Clock wires, drivers and flops:
Bar = 20 um.
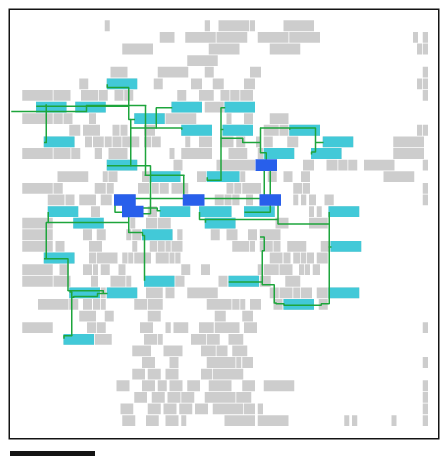
I/O pins on the die edge:
Pins as bars across the die edge, other pins in gray.
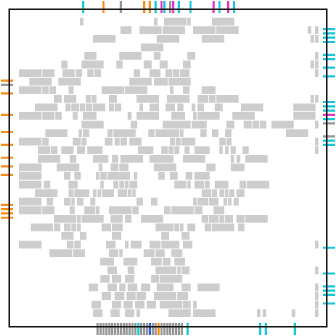
The clock network:
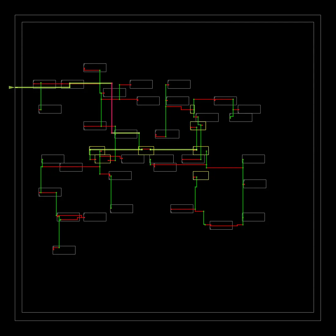
Sequential cells colored by netlist name:
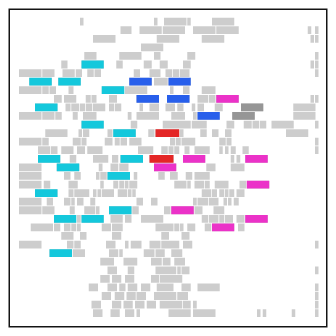
===== config.mk =====
export PLATFORM = sky130hd
export DESIGN_NAME = pipeline_ctrl
export DESIGN_NICKNAME = d
export VERILOG_FILES = /design/src/rtl/proc_pkg.sv /design/src/rtl/hazard_detect.sv /design/src/rtl/pipeline_ctrl.sv
export SDC_FILE = /design/constraint.sdc
export NUM_CORES = 1
export LEC_CHECK = 0
export ABC_AREA = 0
export CAP_MARGIN = 20
export CORE_MARGIN = 2
export CORE_UTILIZATION = 25
export CTS_CLUSTER_DIAMETER = 50
export DETAILED_ROUTE_END_ITERATION = 8
export GPL_TIMING_DRIVEN = 1
export PLACE_DENSITY = 0.51
export SETUP_SLACK_MARGIN = 0.1
export SLEW_MARGIN = 20
export SYNTH_ARGS = -nofsm -noshare
export SYNTH_HDL_FRONTEND = slang
export SYNTH_SLANG_ARGS = --single-unit

===== constraint.sdc =====
create_clock -name clk -period 2.45 [get_ports clk]
set_input_delay 0.49 -clock clk [delete_from_list [all_inputs] [get_ports clk]]
set_output_delay 0.49 -clock clk [all_outputs]
set_load 0.1 [all_outputs]

===== src/rtl/proc_pkg.sv =====
// proc_pkg: shared types and constants for the pipeline control slice.
//   ctrl_state_t       - controller FSM states
//   REG_AW / NUM_REGS  - register-bank address width and depth
//   XLEN               - datapath width (register-bank init data width)
//   WDOG_LIMIT_DEFAULT - default memory-wait watchdog limit
//   WAIT_CW            - width of the memory-wait counter
package proc_pkg;

    localparam int unsigned REG_AW             = 5;
    localparam int unsigned NUM_REGS           = 32;
    localparam int unsigned XLEN               = 32;
    localparam int unsigned WDOG_LIMIT_DEFAULT = 255;
    localparam int unsigned WAIT_CW            = 8;

    typedef enum logic [1:0] {
        S_INIT,
        S_RUN,
        S_MEMWAIT,
        S_ERR
    } ctrl_state_t;

endpackage


===== src/rtl/hazard_detect.sv =====
// hazard_detect: combinational load-use hazard comparison.
//   i_id_rn, i_id_rm            - decode-stage source registers
//   i_id_uses_rn, i_id_uses_rm  - source operand valid flags
//   i_ex_rd                     - execute-stage destination register
//   i_ex_reg_write              - execute-stage instruction writes a register
//   i_ex_mem_to_reg             - execute-stage instruction is a load
//   o_load_use                  - decode needs a value the load has not produced yet
// Register 0 is an ordinary writable register here, so it is compared like any other.
module hazard_detect
    import proc_pkg::*;
(
    input  logic [REG_AW-1:0] i_id_rn,
    input  logic [REG_AW-1:0] i_id_rm,
    input  logic              i_id_uses_rn,
    input  logic              i_id_uses_rm,
    input  logic [REG_AW-1:0] i_ex_rd,
    input  logic              i_ex_reg_write,
    input  logic              i_ex_mem_to_reg,
    output logic              o_load_use
);

    logic w_rn_hit;
    logic w_rm_hit;

    always_comb begin
        w_rn_hit   = i_id_uses_rn && (i_id_rn == i_ex_rd);
        w_rm_hit   = i_id_uses_rm && (i_id_rm == i_ex_rd);
        o_load_use = i_ex_mem_to_reg && i_ex_reg_write && (w_rn_hit || w_rm_hit);
    end

endmodule


===== src/rtl/pipeline_ctrl.sv =====
// pipeline_ctrl: pipeline stall/flush controller with register-bank init sequencer,
// memory-wait freeze, watchdog and stall performance counter.
//   clk, rst                          - clock; synchronous active-low reset
//   id_rn/id_rm, id_uses_rn/rm        - decode-stage sources
//   ex_rd, ex_reg_write, ex_mem_to_reg - execute-stage destination and load flags
//   ex_branch_taken                   - branch resolved taken in execute
//   mem_req, mem_ready                - MEM-stage access and its completion
//   pc_en, if_id_en, id_ex_en, ex_mem_en - stage-register enables
//   if_id_flush, id_ex_flush          - bubble insert
//   init_we, init_addr, init_data     - register-bank initialization write port
//   core_ready                        - initialization finished
//   wdog_err                          - sticky memory-timeout error
//   stall_cnt                         - saturating count of cycles with pc_en=0
module pipeline_ctrl
    import proc_pkg::*;
#(
    parameter int unsigned WDOG_LIMIT = WDOG_LIMIT_DEFAULT
) (
    input  logic              clk,
    input  logic              rst,
    input  logic [REG_AW-1:0] id_rn,
    input  logic [REG_AW-1:0] id_rm,
    input  logic              id_uses_rn,
    input  logic              id_uses_rm,
    input  logic [REG_AW-1:0] ex_rd,
    input  logic              ex_reg_write,
    input  logic              ex_mem_to_reg,
    input  logic              ex_branch_taken,
    input  logic              mem_req,
    input  logic              mem_ready,
    output logic              pc_en,
    output logic              if_id_en,
    output logic              id_ex_en,
    output logic              ex_mem_en,
    output logic              if_id_flush,
    output logic              id_ex_flush,
    output logic              init_we,
    output logic [REG_AW-1:0] init_addr,
    output logic [XLEN-1:0]   init_data,
    output logic              core_ready,
    output logic              wdog_err,
    output logic [15:0]       stall_cnt
);

    localparam logic [REG_AW-1:0]  INIT_LAST = REG_AW'(NUM_REGS - 1);
    // The watchdog trips on the frozen MEMWAIT cycle that brings the count to WDOG_LIMIT.
    localparam logic [WAIT_CW-1:0] WAIT_LAST = WAIT_CW'(WDOG_LIMIT - 1);

    ctrl_state_t        r_state;
    logic [REG_AW-1:0]  r_init_addr;
    logic [WAIT_CW-1:0] r_wait_cnt;
    logic [15:0]        r_stall_cnt;
    logic               r_wdog_err;
    logic               r_core_ready;

    logic w_load_use;
    logic w_active;
    logic w_freeze;
    logic w_pc_en;
    logic w_if_id_en;
    logic w_id_ex_en;
    logic w_ex_mem_en;
    logic w_if_id_flush;
    logic w_id_ex_flush;
    logic w_count_stall;

    hazard_detect u_hazard_detect (
        .i_id_rn        (id_rn),
        .i_id_rm        (id_rm),
        .i_id_uses_rn   (id_uses_rn),
        .i_id_uses_rm   (id_uses_rm),
        .i_ex_rd        (ex_rd),
        .i_ex_reg_write (ex_reg_write),
        .i_ex_mem_to_reg(ex_mem_to_reg),
        .o_load_use     (w_load_use)
    );

    // Enable mux: freeze > branch > load-use. MEMWAIT with mem_ready behaves as RUN.
    always_comb begin
        w_active      = (r_state == S_RUN) || (r_state == S_MEMWAIT);
        w_freeze      = w_active && mem_req && !mem_ready;
        w_pc_en       = 1'b0;
        w_if_id_en    = 1'b0;
        w_id_ex_en    = 1'b0;
        w_ex_mem_en   = 1'b0;
        w_if_id_flush = 1'b0;
        w_id_ex_flush = 1'b0;
        if (w_active && !w_freeze) begin
            if (ex_branch_taken) begin
                w_pc_en       = 1'b1;
                w_if_id_en    = 1'b1;
                w_id_ex_en    = 1'b1;
                w_ex_mem_en   = 1'b1;
                w_if_id_flush = 1'b1;
                w_id_ex_flush = 1'b1;
            end else if (w_load_use) begin
                // Hold PC and IF/ID, push a bubble into ID/EX, let the load advance.
                w_id_ex_en    = 1'b1;
                w_ex_mem_en   = 1'b1;
                w_id_ex_flush = 1'b1;
            end else begin
                w_pc_en       = 1'b1;
                w_if_id_en    = 1'b1;
                w_id_ex_en    = 1'b1;
                w_ex_mem_en   = 1'b1;
            end
        end
        w_count_stall = w_active && !w_pc_en && (r_stall_cnt != 16'hFFFF);
    end

    always_ff @(posedge clk) begin
        if (!rst) begin
            r_state      <= S_INIT;
            r_init_addr  <= '0;
            r_wait_cnt   <= '0;
            r_stall_cnt  <= '0;
            r_wdog_err   <= 1'b0;
            r_core_ready <= 1'b0;
        end else begin
            if (w_count_stall) begin
                r_stall_cnt <= r_stall_cnt + 16'd1;
            end
            unique case (r_state)
                S_INIT: begin
                    r_init_addr <= r_init_addr + REG_AW'(1);
                    if (r_init_addr == INIT_LAST) begin
                        r_state      <= S_RUN;
                        r_core_ready <= 1'b1;
                    end
                end
                S_RUN: begin
                    if (w_freeze) begin
                        r_state    <= S_MEMWAIT;
                        r_wait_cnt <= '0;
                    end
                end
                S_MEMWAIT: begin
                    if (w_freeze) begin
                        r_wait_cnt <= r_wait_cnt + WAIT_CW'(1);
                        if (r_wait_cnt == WAIT_LAST) begin
                            r_state    <= S_ERR;
                            r_wdog_err <= 1'b1;
                        end
                    end else begin
                        r_state <= S_RUN;
                    end
                end
                S_ERR: begin
                    // Sticky until reset.
                end
                default: r_state <= S_INIT;
            endcase
        end
    end

    // Every output is forced low while reset is held, independent of state.
    always_comb begin
        pc_en       = rst & w_pc_en;
        if_id_en    = rst & w_if_id_en;
        id_ex_en    = rst & w_id_ex_en;
        ex_mem_en   = rst & w_ex_mem_en;
        if_id_flush = rst & w_if_id_flush;
        id_ex_flush = rst & w_id_ex_flush;
        init_we     = rst && (r_state == S_INIT);
        init_addr   = init_we ? r_init_addr : '0;
        init_data   = {{(XLEN - REG_AW){1'b0}}, init_addr};
        core_ready  = rst & r_core_ready;
        wdog_err    = rst & r_wdog_err;
        stall_cnt   = rst ? r_stall_cnt : '0;
    end

endmodule


==> flow_results.xml <==
<?xml version="1.0" encoding="UTF-8"?>
<metrics>
  <group name="final_layout">
    <metric name="largest_class" unit="">combinational gates</metric>
    <metric name="instances_no_fill" unit="">444</metric>
    <metric name="largest_reg_flops" unit="">16</metric>
    <metric name="final_layout_top_logic_cells" unit="">36 x sky130_fd_sc_hd__buf_12, 31 x sky130_fd_sc_hd__dfxtp_1, 27 x sky130_fd_sc_hd__conb_1, 26 x sky130_fd_sc_hd__and2_1, 20 x sky130_fd_sc_hd__nand2_1</metric>
    <metric name="layout.nonclk_buf_frac" unit="">0.2974</metric>
    <metric name="final_layout_size_suffix_gt1_frac" unit="">0.2553</metric>
    <metric name="antenna_fix_cells" unit="">0</metric>
  </group>
  <group name="power">
    <metric name="p_comb_frac" unit="">0.268</metric>
    <metric name="clock_power_share" unit="">0.317</metric>
    <metric name="power.internal" unit="mW">0.8456</metric>
    <metric name="power.clock.total" unit="mW">0.416</metric>
    <metric name="p_leak" unit="nW">1.367</metric>
  </group>
  <group name="clocking">
    <metric name="tritoncts_buffers" unit="">5</metric>
    <metric name="path_clk_slew" unit="ps">60</metric>
    <metric name="ctsLongestPathBuffers" unit="">2</metric>
  </group>
  <group name="worst_setup_path">
    <metric name="crit_path_dat" unit="ps">1800</metric>
    <metric name="worst-r2r-cell-count" unit="">6</metric>
    <metric name="path_max_fanout" unit="">4</metric>
  </group>
  <group name="yosys">
    <metric name="yosys.cell_count.top_type" unit="">sky130_fd_sc_hd__buf_4</metric>
  </group>
  <group name="detailed_routing">
    <metric name="drt-initial-drc-count" unit="">52</metric>
    <metric name="met2_wirelength" unit="um">2578</metric>
    <metric name="met3RoutedLength" unit="um">183</metric>
    <metric name="met1Wirelength" unit="um">2291</metric>
    <metric name="drt.antenna.violating_nets" unit="">0</metric>
    <metric name="detailedRoute.firstPassIterationCount" unit="">3</metric>
  </group>
  <group name="floorplan">
    <metric name="dieArea" unit="um^2">10050</metric>
    <metric name="floorplanUtilization" unit="">0.2543</metric>
  </group>
  <group name="placed_design">
    <metric name="numPlacedInstances" unit="">435</metric>
    <metric name="portBuffers" unit="">58</metric>
    <metric name="routabilityCongestion" unit="">0.7717</metric>
    <metric name="placement.cell_area" unit="um^2">3309</metric>
  </group>
  <group name="global_route">
    <metric name="busiest_layer" unit="">met2</metric>
    <metric name="global_route.usage.total" unit="">0.1040</metric>
    <metric name="grt.met3_usage" unit="">0.02298</metric>
  </group>
  <group name="job">
    <metric name="openroad.warnings" unit="">30</metric>
  </group>
  <group name="run_status">
    <metric name="status" unit="">finished clean</metric>
  </group>
  <group name="worst_hold_path">
    <metric name="worstHoldStart" unit="">r_wdog_err</metric>
  </group>
  <group name="timing">
    <metric name="hold_ws" unit="ps">464.3</metric>
  </group>
</metrics>
About 'clock wires, drivers and flops':
- flip-flops: cyan (count 33)
- clock drivers: blue (count 5)
- clock wires: green (length 505 um)
- routed clock nets: 6

About 'I/O pins on the die edge':
- `ex_mem_to_reg`: blue (pins 1; direction input; edge bottom)
- `init_addr`: magenta (pins 5; direction output; edge 4 top, 1 right)
- `init_data`: cyan (pins 32; direction output; edge 20 right, 7 top, 5 bottom)
- `stall_cnt`: orange (pins 16; direction output; edge 12 left, 3 top, 1 bottom)
- all pins by edge: 34 bottom, 23 right, 16 top, 13 left

About 'the clock network':
flip-flops: 33
clock latency of the later-clocked register in the worst-skew pair: 270 ps
Fin Clk Skew: 4.887 ps

About 'sequential cells colored by netlist name':
- `r_init_addr`: blue (sequential cells 5; where top middle)
- `r_state`: red (sequential cells 2)
- `r_wait_cnt`: magenta (sequential cells 8)
- `r_stall_cnt`: cyan (sequential cells 16)
- not colored: 2

No activity file was given, so power comes from the tool's default toggle rates.
